run_1/final_placement.png
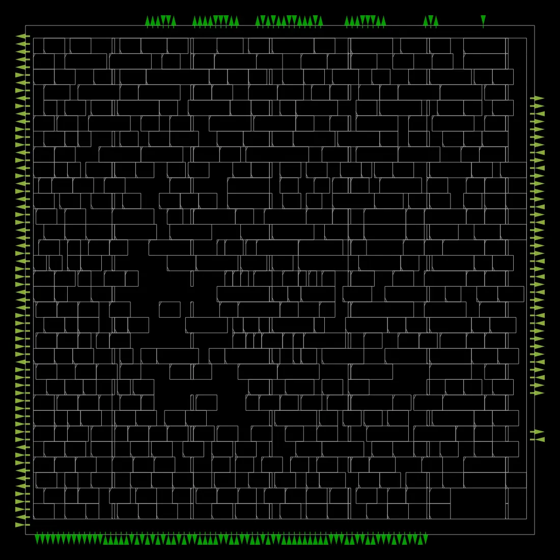
run_1/drive_strength.png
Drawn at 6 px/um.
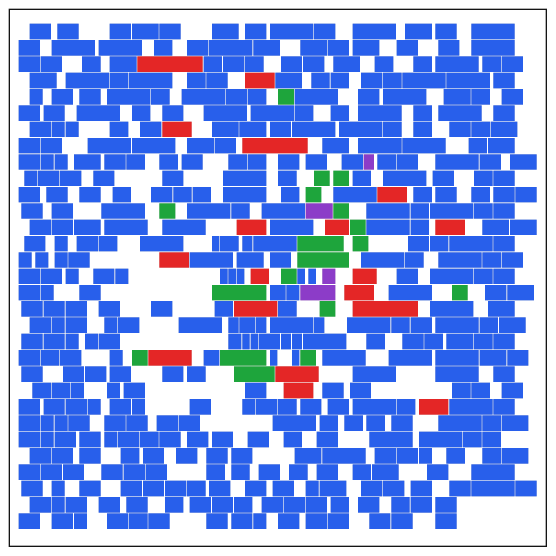
run_1/pins.png
Drawn at 6 px/um. Pins as bars across the die edge, other pins in gray.
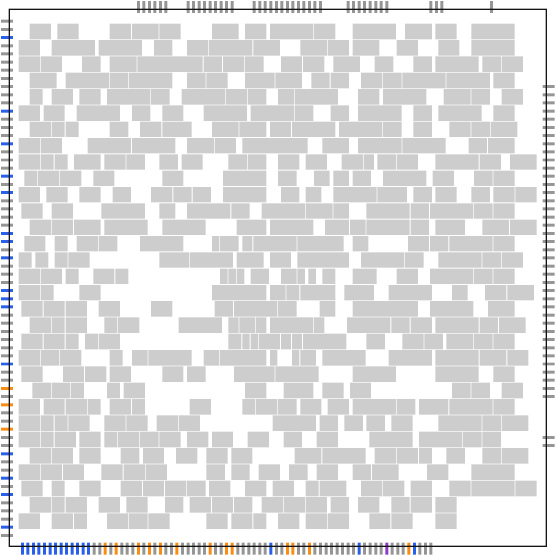
Design mem_port_arbiter, sky130hd; sources not shown.
==> impl_summary.log, run 1 <==
[flow] final metrics
INFO  metric m1_wl = between 3000 and 4000 um
INFO  metric gr_util_met2 = 0.428
INFO  metric grt_use_met3 = 0.0859
INFO  metric path_class_of_the_lowest_slack_min_delay_path = flop to flop
INFO  metric worstPathArrival = 2310 ps
INFO  metric detailroute.wirelength.met3 = approximately 790 um
INFO  metric dominantRegCellSynth = dfxtp_1
INFO  metric grt_max_degree = about 50
INFO  metric busiest_layer = met2
INFO  metric mostFrequentLayoutCells = clkdlybuf4s50_1, a22o_1, dfxtp_1
INFO  metric layout-drive-gt1-share = 0.0857
INFO  metric worst_slew_margin_rel = 0.778
INFO  metric critical_path_cell_by_cell = clkdlybuf4s50_1, buf_12, nor4_4, buf_4, a22o_1, clkdlybuf4s50_1
INFO  metric synth_top_cell_by_area = dfxtp_1
INFO  metric syn-instance-count = 238
INFO  metric first_pass_grt_wire_length = about 14000 um
INFO  metric cts_hold_buf = 0
INFO  metric netlist-cell-type-count = 23
INFO  metric critical_path_peak_fanout = 16
INFO  metric yosys.area_share.simple = 0.125
INFO  metric power = 2.38 mW
INFO  metric post-route-drc-count = 0
INFO  metric slew_worst_pin = around 330 ps
INFO  metric most_frequently_used_cell_type_in_the_post_synthesis_netlist = a22o_1
INFO  metric cts_made_buffers = 9
INFO  metric yosysWarnings = 0
INFO  metric clockRootBuffer = clkbuf_8
INFO  metric global_route.usage.met1 = 0.246
INFO  metric max_cap_viol_count = 0
INFO  metric vias = around 2.8k
INFO  metric num-fill-cells = roughly 530
INFO  metric setup_viol = 0
INFO  metric dr_wl_met2 = 4980 um
INFO  metric synth-edff-count = 0
INFO  metric share_clk_of_total_power = 0.401
INFO  metric power.net_switching = 0.531 mW
INFO  metric hold_violations = 0
INFO  metric cts.sink_count = just under 70
INFO  metric maxUsedRoutingLayer = met4
INFO  metric stage_log_warnings = 28
INFO  metric synthMuxAreaShare = 0
INFO  metric first_pass_iters = 5
INFO  metric gr-usage-all-layers = 0.236
INFO  metric worst-r2r-setup-slack = around 1200 ps
INFO  metric synth.cellmix.compoundShare = 0.302
INFO  metric drt_iter0_markers = about 77
INFO  metric synth.avg_cell_area = approximately 11 sq um
INFO  metric synth_chip_area = 0.00267 sq mm
INFO  metric ff2ff_path_depth = 7
INFO  metric placedCellCount = 547
INFO  metric fin_setup_tns = 0 ps
INFO  metric number_of_global_route_vias_before_repair = 2806
INFO  metric min_delay_path_depth = 1
INFO  metric sw_frac_of_total = 0.223
INFO  metric top_cells_by_area = dfxtp_1, a22o_1, and2_1
INFO  metric finish.net_count = roughly 570
INFO  metric overflow = 0
INFO  metric synthesis.nets = 341
INFO  metric power.combinational.fraction = 0.173
INFO  metric finalCritPeriodShare = 0.974
INFO  metric finClkSkew = approximately 8.0 ps
INFO  metric io_pins = 220
INFO  metric yosys_reg_bits = between 60 and 70
INFO  metric min_period = between 2000 and 3000 ps
INFO  metric final-max-slew-violation-count = 0
INFO  metric clk-insertion-delay-late = around 330 ps
INFO  metric timing.critical_path.depth = 6
INFO  metric postCtsSetupRepairBufs = 0
INFO  metric critical_path.most_common_cell = clkdlybuf4s50_1
INFO  metric vdd_drop_max = 0.231 mV
INFO  metric dpl_worst_slack = -4.88 ps
INFO  metric max_freq = between 0.3 and 0.4 GHz
INFO  metric cp_data_required_time = 2380 ps
INFO  metric hpwlAfterDp = approximately 7100 um
INFO  metric post_dp_cell_area = 0.00502 sq mm
INFO  metric via_per_inst = 4.99
INFO  metric coreArea = roughly 0.0073 sq mm
INFO  metric final_core_utilization = 0.739
INFO  metric worst_setup_hold_path_clk_slew = approximately 70 ps
INFO  metric route.final.wire_length = 9670 um
INFO  metric outcome = finished clean
INFO  metric cell_internal_power_dissipation = about 1.8 mW
INFO  metric drtAntennaViolNets = 0
INFO  metric worstSetupStartpointType = primary input
INFO  metric synth_area = about 0.0027 sq mm
INFO  metric seq_area_frac_synth = 0.518
INFO  metric timing.hold.ws = between 400 and 500 ps
INFO  metric synth.yosys.num_cells = 238
INFO  metric worst-setup-path-type = primary input to output port
INFO  metric floorplanUtilization = 0.365
INFO  metric power_density = approximately 440 mW/mm^2
INFO  metric buffer_levels_on_the_longest_clock_path = 2
INFO  metric post-synth-top-area-fraction = 0.518
INFO  metric power.leakage = between 2 and 3 nW
INFO  metric antenna_found_initial = 0
INFO  metric lay_top_count = clkdlybuf4s50_1
INFO  metric ys_sh_adder = 0.00939
INFO  metric die_area = between 0.007 and 0.008 sq mm
INFO  metric wire_length_per_cell = 17.1 um
INFO  metric cpPeakStageDelay = 570 ps
INFO  metric critical_path.top_delay_family = buffers and inverters
INFO  metric synth_xor_xnor_area_share = 0
INFO  metric common_cells = a22o_1, dfxtp_1, and2_1
INFO  metric antenna-diode-count = 0
INFO  metric worstPathBufferInverterCount = 4
INFO  metric postSynth.asyncResetShare = 0
INFO  metric worstSetupEndpointType = output port
INFO  metric ctsHtreeMaxLevel = 3
INFO  metric cts_tree = done
INFO  metric final_replace_weighted_congestion = between 0.7 and 0.8
INFO  metric cts.repair.resized = 4
INFO  metric synthTopLogicFamily = AND-OR/OR-AND gates
INFO  metric cpMaxStageDelayCell = clkdlybuf4s50_1
INFO  metric share_seq_of_total_power = 0.426
## Picture notes: final_placement.png
row count: 31
inserted tap cell count: 99
non-filler cells in the finished layout: 566

## Picture notes: drive_strength.png
Key: drive 6 and up = red [cells 18]; drive 1 or less = blue [cells 427]; drive 3 to 4 = green [cells 18]; drive 2 = purple [cells 4]
final critical-path setup slack: 72.4 ps
final standard cell area without fillers: 0.00539 sq mm
buffer count excluding the clock tree in the final layout: 236
Area growth, synth to finish: 102%

## Picture notes: pins.png
Key: mem_wdata_o = blue [pins 32, direction output, edge 16 south, 16 west]; if_gnt_o = purple [pins 1, direction output, edge south]; ls_addr_i = orange [pins 16, direction input, edge 13 south, 3 west]
count of port buffers added during placement: 219
floorplan die width: 89.3 um
vertical extent of the die: 89.3 um

-- run 1: cell type report --
| class | count | area [sq um] | share of cell area |
|---|---|---|---|
| clock inverters | 6 | 111 | 0.0207 |
| multi-input cells | 143 | 1190 | 0.221 |
| flip-flops and latches | 69 | 1380 | 0.256 |
| inverters | 4 | 15.0 | 0.00279 |
| clock buffers | 9 | 124 | 0.0230 |
| well taps | 99 | 124 | 0.0230 |
| repair buffers | 236 | 2440 | 0.454 |
-- run 1: power by group through the flow --
stage | Sequential, mW | Clock, mW | Combinational, mW
6_report | 1.01 | 0.952 | 0.411
5_1_grt | 1.01 | 1.02 | 0.438
4_1_cts | 1.01 | 0.970 | 0.412
3_5_place_dp | 1.03 | 0 | 0.409
3_3_place_gp | 1.03 | 0 | 0.404
2_1_floorplan | 1.03 | 0 | 0.135
run_1/port_nets.png
Drawn at 3 px/um.
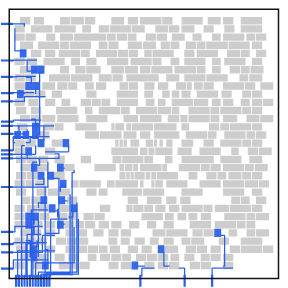

--- run 2 (diff from run 1) ---
--- a/config.mk
+++ b/config.mk
@@ -8,6 +8,7 @@
 export CAP_MARGIN = 10
 export CORE_UTILIZATION = 35
 export DETAILED_ROUTE_END_ITERATION = 16
+export GPL_TIMING_DRIVEN = 0
 export PLACE_DENSITY_LB_ADDON = 0.2
 export RECOVER_POWER = 100
 export SLEW_MARGIN = 20
run_2/port_nets.png
Drawn at 3 px/um.
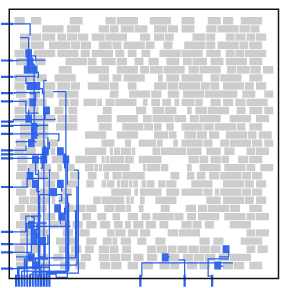
Key: mem_wdata_o = blue [bits 32, direction output, edge 16 south, 16 west, end cells 32, wire 937 um]
count of port buffers added during placement: 218
I/O Pins: 220

==> impl_summary.log, run 2 <==
[flow] final metrics
INFO  metric layout.cells.non_filler = 578 (+2.1%)
INFO  metric worst_slew_margin_rel = 0.733 (-0.0449)
INFO  metric yosysWarnings = 0 (unchanged)
INFO  metric worstSetupStartpointType = flop
INFO  metric syn2layout_area_growth = 102%
INFO  metric postSynth.asyncResetShare = 0 (unchanged)
INFO  metric common_cells = a22o_1, dfxtp_1, and2_1
INFO  metric min_delay_path_depth = 1 (unchanged)
INFO  metric yosys_reg_bits = 69 (unchanged)
INFO  metric power_density = 409 mW/mm^2 (-7.3%)
INFO  metric layout-drive-gt1-share = 0.106 (+0.0208)
INFO  metric timing.critical_path.depth = 8 (+2)
INFO  metric lay_top_count = clkdlybuf4s50_1
INFO  metric overflow = 0 (unchanged)
INFO  metric detailroute.wirelength.met3 = 703 um (-11%)
INFO  metric drtAntennaViolNets = 0 (unchanged)
INFO  metric maxUsedRoutingLayer = met4
INFO  metric synth_top_cell_by_area = dfxtp_1
INFO  metric max_cap_viol_count = 0 (unchanged)
INFO  metric critical_path_cell_by_cell = inv_1, ha_4, nand2_2, nor4b_4, buf_4, buf_6, a22o_1, clkdlybuf4s50_1
INFO  metric min_period = 2740 ps (+10.5 ps)
INFO  metric number_of_global_route_vias_before_repair = 2742 (-2.3%)
INFO  metric via_per_inst = 4.90 (-1.9%)
INFO  metric finClkSkew = 7.62 ps (-0.370 ps)
INFO  metric critical_path_peak_fanout = 10 (-6)
INFO  metric most_frequently_used_cell_type_in_the_post_synthesis_netlist = a22o_1
INFO  metric buffer_levels_on_the_longest_clock_path = 2 (unchanged)
INFO  metric final-max-slew-violation-count = 0 (unchanged)
INFO  metric placement_rows = 31 (unchanged)
INFO  metric gr-usage-all-layers = 0.232 (-0.00386)
INFO  metric dr_wl_met2 = 5070 um (+1.7%)
INFO  metric final_replace_weighted_congestion = 0.736 (-3.9%)
INFO  metric final_area = 0.00538 sq mm (-0.14%)
INFO  metric cts_hold_buf = 0 (unchanged)
INFO  metric syn-instance-count = 238 (unchanged)
INFO  metric floorplanUtilization = 0.365 (unchanged)
INFO  metric cts_tree = done
INFO  metric synth_chip_area = 0.00267 sq mm (unchanged)
INFO  metric post-synth-top-area-fraction = 0.518 (unchanged)
INFO  metric vdd_drop_max = 0.219 mV (-5.1%)
INFO  metric coreArea = 0.00729 sq mm (unchanged)
INFO  metric critical_path.top_delay_family = buffers and inverters
INFO  metric drt_iter0_markers = 46 (-40%)
INFO  metric timing.hold.ws = 467 ps (-3.21 ps)
INFO  metric clockRootBuffer = clkbuf_8
INFO  metric synth.avg_cell_area = 11.2 sq um (unchanged)
INFO  metric synth.yosys.num_cells = 238 (unchanged)
INFO  metric postCtsSetupRepairBufs = 6 (+6)
INFO  metric m1_wl = 3990 um (+7.9%)
INFO  metric cpMaxStageDelayCell = clkdlybuf4s50_1
INFO  metric grt_use_met3 = 0.0702 (-0.0157)
INFO  metric antenna-diode-count = 0 (unchanged)
INFO  metric stage_log_warnings = 28 (unchanged)
INFO  metric vias = 2831 (+0.18%)
INFO  metric final_core_utilization = 0.738 (-0.00103)
INFO  metric route.final.wire_length = 9890 um (+2.3%)
INFO  metric mostFrequentLayoutCells = clkdlybuf4s50_1, a22o_1, dfxtp_1
INFO  metric worstSetupEndpointType = output port
INFO  metric cpPeakStageDelay = 560 ps (about the same)
INFO  metric vertical_extent_of_the_die = 89.3 um (unchanged)
INFO  metric ctsHtreeMaxLevel = 3 (unchanged)
INFO  metric grt_max_degree = 13 (-75%)
INFO  metric cts.repair.resized = 26 (+22)
INFO  metric cp_data_required_time = 2380 ps (about the same)
INFO  metric hpwlAfterDp = 7370 um (+3.6%)
INFO  metric synth-edff-count = 0 (unchanged)
INFO  metric finish.net_count = 578 (+2.1%)
INFO  metric post_dp_cell_area = 0.00497 sq mm (-1.0%)
INFO  metric floorplan.die.width = 89.3 um (unchanged)
INFO  metric path_class_of_the_lowest_slack_min_delay_path = flop to flop
INFO  metric seq_area_frac_synth = 0.518 (unchanged)
INFO  metric power.leakage = 2.81 nW (+7.5%)
INFO  metric worstPathArrival = 2320 ps (about the same)
INFO  metric rsz0062_at_grt = true
INFO  metric dpl_worst_slack = -178 ps (-173 ps)
INFO  metric worst-setup-path-type = flop to output port
INFO  metric cts.sink_count = 69 (unchanged)
INFO  metric cts_made_buffers = 9 (unchanged)
INFO  metric worst_setup_hold_path_clk_slew = 70 ps (about the same)
INFO  metric setup_viol = 0 (unchanged)
INFO  metric global_route.usage.met1 = 0.266 (+0.0201)
INFO  metric finalCritPeriodShare = 0.978 (+0.00375)
INFO  metric post-route-drc-count = 0 (unchanged)
INFO  metric synthesis.nets = 341 (unchanged)
INFO  metric first_pass_iters = 4 (-1)
INFO  metric slew_worst_pin = 400 ps (+71.8 ps)
INFO  metric postLayoutSetupSlackWorst = 61.9 ps (-10.5 ps)
INFO  metric placedCellCount = 555 (+1.5%)
INFO  metric power = 2.20 mW (-7.5%)
INFO  metric die_area = 0.00797 sq mm (unchanged)
INFO  metric outcome = finished clean
INFO  metric busiest_layer = met2
INFO  metric top_cells_by_area = dfxtp_1, a22o_1, and2_1
INFO  metric fin_setup_tns = 0 ps (unchanged)
INFO  metric wire_length_per_cell = 17.1 um (+0.21%)
INFO  metric dominantRegCellSynth = dfxtp_1
INFO  metric first_pass_grt_wire_length = 13600 um (-1.5%)
INFO  metric worst-r2r-setup-slack = 1220 ps (about the same)
INFO  metric gr_util_met2 = 0.418 (-0.00972)
INFO  metric antenna_found_initial = 0 (unchanged)
INFO  metric max_freq = 0.365 GHz (-0.38%)
INFO  metric hold_violations = 0 (unchanged)
INFO  metric synth_area = 0.00267 sq mm (unchanged)
INFO  metric ff2ff_path_depth = 8 (+1)
INFO  metric worstPathBufferInverterCount = 4 (unchanged)
INFO  metric clk-insertion-delay-late = 340 ps (about the same)
INFO  metric netlist-cell-type-count = 23 (unchanged)
run 2: area by class of cell:
cell class                      instances  area, sq um
Buffer                                 22          151
Clock buffer                            9          124
Clock inverter                          6         63.8
Fill cell                             552         1910
Inverter                                4         15.0
Multi-Input combinational cell        143         1190
Sequential cell                        69         1380
Tap cell                               99          124
Timing Repair Buffer                  226         2330
run 2: report_power, final:
part           switching, mW  internal [mW]  total [mW]
clock                  0.373          0.406       0.779
sequential            0.0118           1.00        1.01
combinational          0.155          0.253       0.408
run 2: cells by family after synthesis:
| kind of cell | Yosys count | synth area share |
|---|---|---|
| flops | 69 | 0.518 |
| simple gates | 47 | 0.125 |
| buf+inv | 26 | 0.0451 |
| compound gates | 94 | 0.302 |
| fa+ha+maj | 2 | 0.00939 |
Power figures rest on the tool's default switching activity, not on a simulated workload.
